`config.mk`:
```
export PLATFORM = sky130hd
export DESIGN_NAME = add_stream_unit
export DESIGN_NICKNAME = d
export VERILOG_FILES = /design/src/rtl/add_stream_pkg.sv /design/src/rtl/add_stream_fifo2.sv /design/src/rtl/add_stream_unit.sv
export SDC_FILE = /design/constraint.sdc
export NUM_CORES = 1
export LEC_CHECK = 0
export ABC_CLOCK_PERIOD_IN_PS = 4400
export CORE_MARGIN = 8
export CORE_UTILIZATION = 35
export DETAILED_ROUTE_END_ITERATION = 12
export DONT_BUFFER_PORTS = 1
export PLACE_DENSITY_LB_ADDON = 0.15
export SLEW_MARGIN = 30
export SYNTH_ARGS = -nofsm -noshare
export SYNTH_HDL_FRONTEND = slang
export SYNTH_SLANG_ARGS = --single-unit
```
`constraint.sdc`:
```
create_clock -name clk -period 4.4 [get_ports clk]
set_input_delay 0.44 -clock clk [delete_from_list [all_inputs] [get_ports clk]]
set_output_delay 0.44 -clock clk [all_outputs]
set_load 0.03 [all_outputs]
```
`src/rtl/add_stream_pkg.sv`:
```
// Shared types for the streaming adder: default operand width, FIFO entry layout and occupancy states.
// With ADD_STREAM_TRACE_EN defined, each entry also carries its operands for the pop trace.
package add_stream_pkg;

  localparam int W = 4;

  typedef enum logic [1:0] {
    EMPTY = 2'd0,
    ONE   = 2'd1,
    FULL  = 2'd2
  } occ_t;

  typedef struct packed {
`ifdef ADD_STREAM_TRACE_EN
    logic [W-1:0] a;
    logic [W-1:0] b;
`endif
    logic [W:0]   y;
  } entry_t;

endpackage

```
`src/rtl/add_stream_fifo2.sv`:
```
// Two-entry pointer FIFO with registered push/pop permission flags.
// The occupancy FSM drives can_push and has_data directly, so neither one depends on push or pop.
module add_stream_fifo2
  import add_stream_pkg::*;
#(
  parameter int DW = 5
) (
  input  logic          clk,
  input  logic          rst_n,
  input  logic          push,
  input  logic          pop,
  input  logic [DW-1:0] wdata,
  output logic [DW-1:0] rdata,
  output logic          can_push,
  output logic          has_data
);

  logic [DW-1:0] mem [2];
  logic [DW-1:0] last_q;
  logic          wr_ptr;
  logic          rd_ptr;
  occ_t          state;
  logic          do_push;
  logic          do_pop;

  assign do_push = push && can_push;
  assign do_pop  = pop && has_data;

  // When empty, keep presenting the last popped entry so the output is never stale garbage or X.
  assign rdata = has_data ? mem[rd_ptr] : last_q;

  always_ff @(posedge clk or negedge rst_n) begin
    if (!rst_n) begin
      mem[0]   <= '0;
      mem[1]   <= '0;
      last_q   <= '0;
      wr_ptr   <= 1'b0;
      rd_ptr   <= 1'b0;
      state    <= EMPTY;
      can_push <= 1'b1;
      has_data <= 1'b0;
    end else begin
      if (do_push) begin
        mem[wr_ptr] <= wdata;
        wr_ptr      <= ~wr_ptr;
      end
      if (do_pop) begin
        last_q <= mem[rd_ptr];
        rd_ptr <= ~rd_ptr;
      end
      case (state)
        EMPTY: begin
          if (do_push) begin
            state    <= ONE;
            has_data <= 1'b1;
          end
        end
        ONE: begin
          if (do_push && !do_pop) begin
            state    <= FULL;
            can_push <= 1'b0;
          end else if (!do_push && do_pop) begin
            state    <= EMPTY;
            has_data <= 1'b0;
          end
        end
        FULL: begin
          if (do_pop) begin
            state    <= ONE;
            can_push <= 1'b1;
          end
        end
        default: begin
          state    <= EMPTY;
          can_push <= 1'b1;
          has_data <= 1'b0;
        end
      endcase
    end
  end

endmodule

```
`src/rtl/add_stream_unit.sv`:
```
// Streaming adder: accepts a/b pairs, buffers full-width sums in a 2-entry FIFO and counts traffic.
// Define ADD_STREAM_TRACE_EN to store operands per entry and print each popped entry in simulation.
module add_stream_unit
  import add_stream_pkg::*;
#(
  parameter int W     = add_stream_pkg::W,
  parameter int CNT_W = 16
) (
  input  logic             clk,
  input  logic             rst_n,
  input  logic             in_valid,
  output logic             in_ready,
  input  logic [W-1:0]     in_a,
  input  logic [W-1:0]     in_b,
  output logic             out_valid,
  input  logic             out_ready,
  output logic [W:0]       out_y,
  input  logic             clr,
  output logic [CNT_W-1:0] txn_count,
  output logic [CNT_W-1:0] carry_count
);

  // The entry layout lives in the package, so W is expected to match add_stream_pkg::W.
  logic [W:0] sum;
  entry_t     wr_entry;
  entry_t     head;
  logic       push;
  logic       pop;

  assign sum  = {1'b0, in_a} + {1'b0, in_b};
  assign push = in_valid && in_ready;
  assign pop  = out_valid && out_ready;

  always_comb begin
    wr_entry   = '0;
    wr_entry.y = sum;
`ifdef ADD_STREAM_TRACE_EN
    wr_entry.a = in_a;
    wr_entry.b = in_b;
`endif
  end

  add_stream_fifo2 #(
    .DW($bits(entry_t))
  ) u_fifo (
    .clk     (clk),
    .rst_n   (rst_n),
    .push    (push),
    .pop     (pop),
    .wdata   (wr_entry),
    .rdata   (head),
    .can_push(in_ready),
    .has_data(out_valid)
  );

  assign out_y = head.y;

  // Clear wins over a same-cycle increment; both counters wrap naturally.
  always_ff @(posedge clk or negedge rst_n) begin
    if (!rst_n) begin
      txn_count   <= '0;
      carry_count <= '0;
    end else if (clr) begin
      txn_count   <= '0;
      carry_count <= '0;
    end else begin
      if (pop) begin
        txn_count <= txn_count + CNT_W'(1);
      end
      if (push && sum[W]) begin
        carry_count <= carry_count + CNT_W'(1);
      end
    end
  end

`ifdef ADD_STREAM_TRACE_EN
`ifndef SYNTHESIS
  always @(posedge clk) begin
    if (rst_n && pop) begin
      $display("a : %0d and b : %0d and y : %0d", head.a, head.b, head.y);
    end
  end
`endif
`endif

endmodule

```
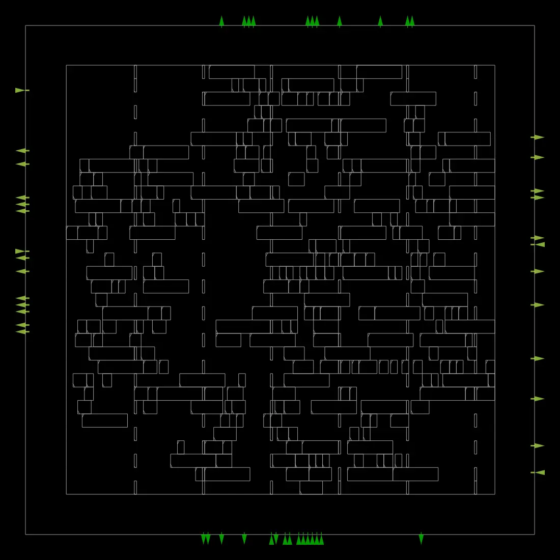
Fig. 1. Cell outlines without signal wires (run 1).
count of filler cells inserted in the layout: 743
fraction of area in registers: 45.7%

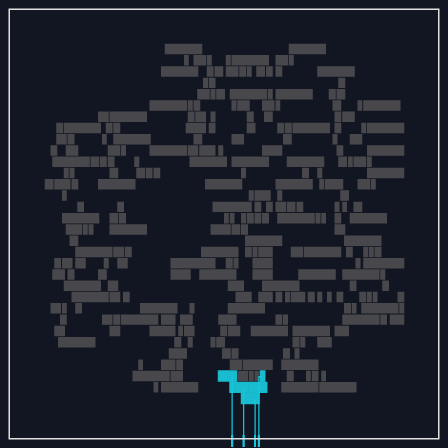
Fig. 2. Nets reached from selected ports (run 1).
in_a -> cyan  # direction input, end cells 5, buffers 0, wire 51.2 um

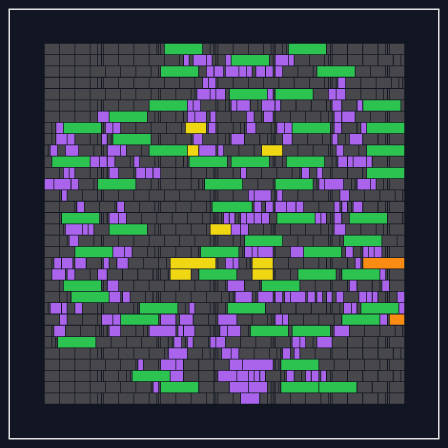
Fig. 3. Placement by cell class (run 1).
Fill, decap, tap and diode cells in grey.
flip-flops -> green  # cells 53, share of their area 48%
clock drivers and dummy loads -> yellow  # cells 8, share of their area 4.3%
all other logic -> purple  # cells 216, share of their area 47%
other buffers and delay cells -> orange  # cells 2, share of their area 1.4%

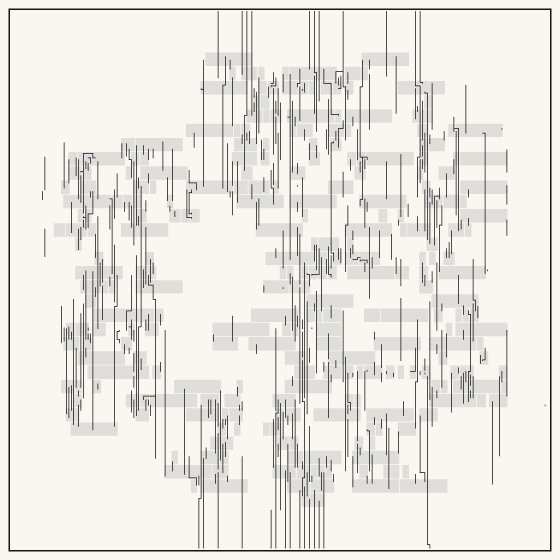
Fig. 4. M2 wires (run 1).
wire length on this layer = 2750 um
main direction = vertical

==> notes.md, run 1 <==
- **smallest setup slack after layout** 1.86 ns
- **Pre-Place Util** 35.2%
- **M1 wire length** 2480 um
- **buffer depth of the longest clock path** 2
- **number of cells in the design after placement** 371
- **area used by sequential logic in the layout** 1330 um2
- **yosys simple share** 20.4%
- **start-to-end type of the worst setup path** flop to flop
- **via count of the first global-routing pass** 1914
- **sequential fraction of the synthesis area** 49.8%
- **worst min-delay path endpoint** carry_count[12]
- **aoi share** 12.7%
- **number of nets with antenna violations after detailed routing** 0
- **reg2reg path depth** 4
- **clock tree from TritonCTS** yes
- **Multiplexer share** 4.79%
- **synthesized area divided by synthesized cell count** 9.48 um2
- **Final Net Count** 298
- **element type at the critical path start** flop
- **total routing resource utilization after global routing** 11.4%
- **Critical Path Sink** txn_count[13]
- **count of tool warnings** 26
- **Required @ worst endpoint** 4.59 ns
- **clock slew at the register clock pins of the worst setup and hold paths** 0.10 ns
- **library cell occupying the most area in the post-synthesis netlist** sky130_fd_sc_hd__dfrtp_1
- **ys flops** 53
- **endpoints failing hold** 0
- **wire length of the first global-routing pass** 9590 um
- **Critical R2R Launch** u_fifo.has_data
- **maximum fanout along the worst path** 21
- **clock buffers created by TritonCTS** 5
- **detailed-route via count** 1984
- **core footprint** 7570 um2
- **Routed met2 length** 2750 um
- **instance area after placement** 2750 um2
- **CTS HTree Levels** 2
- **# DRC** 0
- **top cell type's share of synthesized area** 48.8%
- **cells resized by post-CTS repair** 0
- **antenna violations before repair** 0
- **combined area of all synthesized cells** 2670 um2
- **status** completed
- **synthesized chip area reported by yosys** 2670 um2
run 1: worst max-delay path: stages, from the launching register on:
cell and delay, ns:
sky130_fd_sc_hd__dfrtp_1 0.80, sky130_fd_sc_hd__nand2_1 0.61, sky130_fd_sc_hd__nor3_1 0.57, sky130_fd_sc_hd__nand3_1 0.15
sky130_fd_sc_hd__mux2_2 0.29
run 1: synth_stat cells (2+ instances only):
cell type,n
sky130_fd_sc_hd__nor2b_1,3
sky130_fd_sc_hd__o21ai_0,21
sky130_fd_sc_hd__nand2b_1,2
sky130_fd_sc_hd__a21oi_1,24
sky130_fd_sc_hd__clkbuf_1,11
sky130_fd_sc_hd__or3_1,5
sky130_fd_sc_hd__xor2_1,4
sky130_fd_sc_hd__ha_1,6
sky130_fd_sc_hd__nand3_1,15
sky130_fd_sc_hd__nor3_1,7
sky130_fd_sc_hd__inv_1,10
sky130_fd_sc_hd__nor2_1,30
sky130_fd_sc_hd__nand2_1,28
sky130_fd_sc_hd__xnor2_1,13
sky130_fd_sc_hd__nand4_1,6
sky130_fd_sc_hd__o31ai_1,5
sky130_fd_sc_hd__dfrtp_1,52
sky130_fd_sc_hd__mux2_2,6
sky130_fd_sc_hd__nor4_1,4
sky130_fd_sc_hd__a21o_1,2
sky130_fd_sc_hd__and4_1,2
sky130_fd_sc_hd__or4_1,5
sky130_fd_sc_hd__mux2i_1,6
sky130_fd_sc_hd__or3_2,2
run 1: registers in the layout, indices dropped and copies added (netlist names):
| name | flops |
|---|---|
| u_fifo.last_q | 5 |
| u_fifo.state | 2 |
| u_fifo.mem | 10 |
| u_fifo.wr_ptr | 1 |
| txn_count | 16 |
| u_fifo.has_data | 1 |
| u_fifo.can_push | 1 |
| carry_count | 16 |
| u_fifo.rd_ptr | 1 |
run 1: cells in the final DEF, fill, tap and decap left out, drive strengths merged, types with 2 or more instances in the layout:
cell	n
dfrtp	52
nor2	30
nand2	28
a21oi	24
o21ai	21
nand3	15
xnor2	13
inv	10
nor3	7
or3	7
mux2i	6
mux2	6
nand4	6
ha	6
clkbuf	6
o31ai	5
or4	5
nor4	4
xor2	4
nor2b	3
a21o	2
nand2b	2
and4	2
a211o	2
run 1: layer usage:
layer | vias to the layer above | track usage [%]
met5 | - | 0
met4 | 0 | 3.67
met3 | 5 | 3.68
met2 | 38 | 18.6
met1 | 959 | 14.0
li1 | 982 | -
run 1: layout make-up:
type | instances | share of cell area, %
flip-flops and latches | 53 | 45.7
multi-input cells | 206 | 43.2
well taps | 102 | 4.39
clock buffers | 6 | 2.84
clock inverters | 2 | 1.29
repair buffers | 2 | 1.29
inverters | 10 | 1.29
run 1: report_power, final:
group | internal, mW | leakage (nW) | total (mW) | switching (mW)
clock network | 0.185 | 0.0574 | 0.348 | 0.163
logic | 0.0111 | 0.348 | 0.0319 | 0.0209
registers | 0.487 | 0.737 | 0.487 | 0.000000000000000137
==> inputs of run 2 (changes only) <==
- ABC_CLOCK_PERIOD_IN_PS: 4400 -> 2400
- clock period: 4.4 -> 2.4 ns (I/O delays scaled with it)
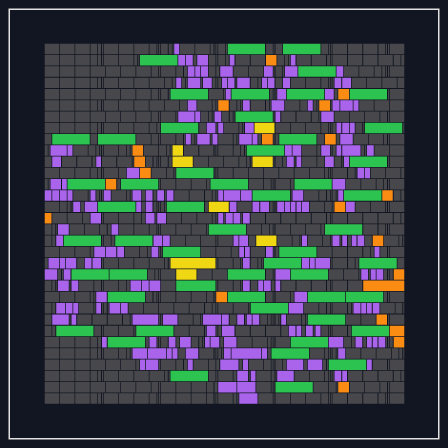
Fig. 5. Placement by cell class (run 2).
Fill, decap, tap and diode cells in grey.
other buffers and delay cells -> orange  # cells 21, share of their area 6.1%
flip-flops -> green  # cells 53, share of their area 46%
clock drivers and dummy loads -> yellow  # cells 8, share of their area 4.1%
all other logic -> purple  # cells 216, share of their area 44%

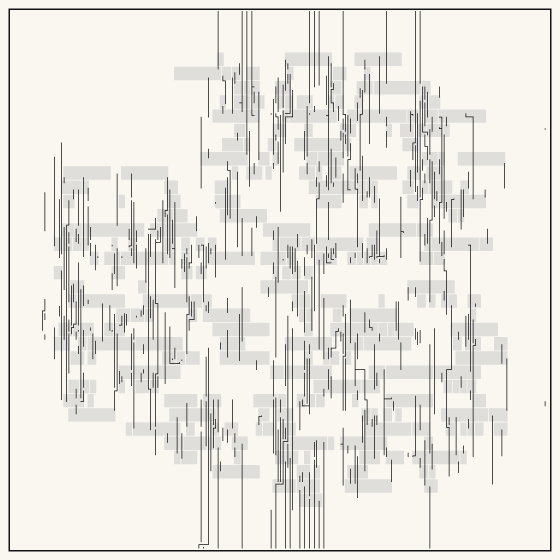
Fig. 6. M2 wires (run 2).
share of all routed wire = 47%
nets with wire on the layer = 247
wire length on this layer = 2820 um
main direction = vertical

==> run 2 against run 1 <==
  * First-iteration DRC count is 23% lower
  * Combinational power increased by 110%
  * Synthesized cell count did not move
  * Clock power increased by 85%
  * Total power rose by 85%
  * Largest power group unchanged
  * Design area increased by 4.8%
  * Via count up 2.9%
  * Sequential power grew 83%
  * Hold slack got worse by 0.054 ns
  * Critical path depth increased by 1
==> notes.md, run 2 <==
- **status** completed
- **switching power** 0.352 mW, +91%
- **count of tool warnings** 26, unchanged
- **Final Net Count** 317, +6.4%
- **leading registers by flop count** carry_count x16, txn_count x16, u_fifo.mem x10
- **proportion of power drawn by the clock network** 40.1%, about the same
- **top cell type's share of synthesized area** 48.8%, unchanged
- **max incr delay on CP** 0.59 ns, -0.21 ns
- **total routing resource utilization after global routing** 11.9%, +0.54 points
- **most instantiated logic cells after routing** 52 x sky130_fd_sc_hd__dfrtp_1, 30 x sky130_fd_sc_hd__nor2_1, 28 x sky130_fd_sc_hd__nand2_1
- **core footprint** 7570 um2, unchanged
- **start-to-end type of the worst setup path** flop to flop
- **number of nets with antenna violations after detailed routing** 0, unchanged
- **largest delay contributor family on the critical path** flip-flops
- **standard cell with the maximum stage delay on the critical path** sky130_fd_sc_hd__dfrtp_1
- **switching power share of the total** 21.9%, +0.72 points
- **# DRC** 0, unchanged
- **cells resized by post-CTS repair** 0, unchanged
- **antenna violations before repair** 0, unchanged
- **synthesized area divided by synthesized cell count** 9.48 um2, unchanged
- **buffering stage count on the worst path with inverters included** 0, unchanged
- **library cell occupying the most area in the post-synthesis netlist** sky130_fd_sc_hd__dfrtp_1
- **buffer depth of the longest clock path** 2, unchanged
- **Int Pwr** 1.25 mW, +83%
- **element type at the critical path start** flop
- **combined area of all synthesized cells** 2670 um2, unchanged
- **Critical R2R Launch** carry_count[0]
- **Pre-Place Util** 35.2%, unchanged
- **most numerous logic cell after layout** sky130_fd_sc_hd__dfrtp_1
- **Required @ worst endpoint** 2.63 ns, -1.96 ns
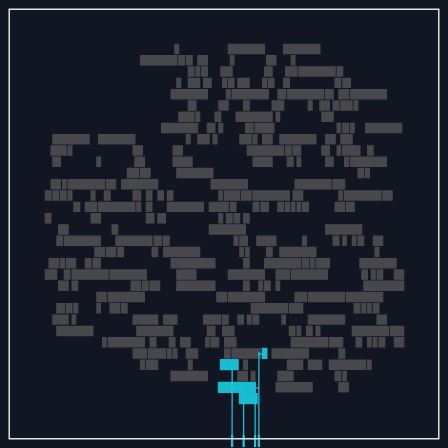
Fig. 7. Nets reached from selected ports (run 2).
in_a -> cyan  # direction input, end cells 5, buffers 0, wire 65.1 um

## run 2: cell counts after synthesis
No cell type changed its count.
## run 2: kinds of logic after synthesis
logic type                 synth area share (%)
and+or+nand+nor                            20.4
AOI/OAI and AO/OA                          12.7
DFF                                        49.8
buffers and inverters                      3.15
xor gates and xnor gates                   5.59
muxes                                      4.79
adders and majority gates                  3.57
## run 2: power by group through the flow
stage | sequential [mW] | combinational [mW] | clock [mW]
after CTS | 0.892 | 0.0717 | 0.668
after floorplan | 0.910 | 0.0353 | 0
after global routing | 0.893 | 0.0800 | 0.696
after global placement | 0.910 | 0.0357 | 0
final | 0.892 | 0.0682 | 0.644
after detailed placement | 0.910 | 0.0358 | 0
## run 2: path summary, 6_finish.rpt
check                      cells after the start               end  slack (ns)
hold / removal                                 3   u_fifo.has_data        0.14
hold reg to reg                                2  u_fifo.last_q[0]        0.49
setup / recovery                               5   carry_count[14]        0.43
max in group asynchronous                      2   u_fifo.can_push        1.67
setup reg to reg                               5   carry_count[14]        0.43
min in group asynchronous                      2      txn_count[0]        0.45
## run 2: final cells by class
class,instances,area (um2)
fill,744,4520
sequential,53,1330
multi-input combinational,206,1250
timing repair buffer,21,178
tap,102,128
clock buffer,6,82.6
clock inverter,2,37.5
inverter,10,37.5
## run 2: layer usage
layer  vias up  share of wire [%]  global-route usage [%]  routed length (um)
met2        56                 47                    18.8                2820
li1       1016                  -                       -                   -
met1       965                 46                    15.3                2760
met3         5                7.1                    3.95                 431
met5         -                  0                       0                   0
met4         0               0.76                    3.34                  46
## run 2: worst reg2reg max path, cell delays in order (launching register included)
cell and delay, ns:
sky130_fd_sc_hd__dfrtp_1 0.59, sky130_fd_sc_hd__ha_1 0.23, sky130_fd_sc_hd__nand2_1 0.08, sky130_fd_sc_hd__a211o_4 0.37, sky130_fd_sc_hd__or4_1 0.48, sky130_fd_sc_hd__a21oi_1 0.15
No activity file was given, so power comes from the tool's default toggle rates.
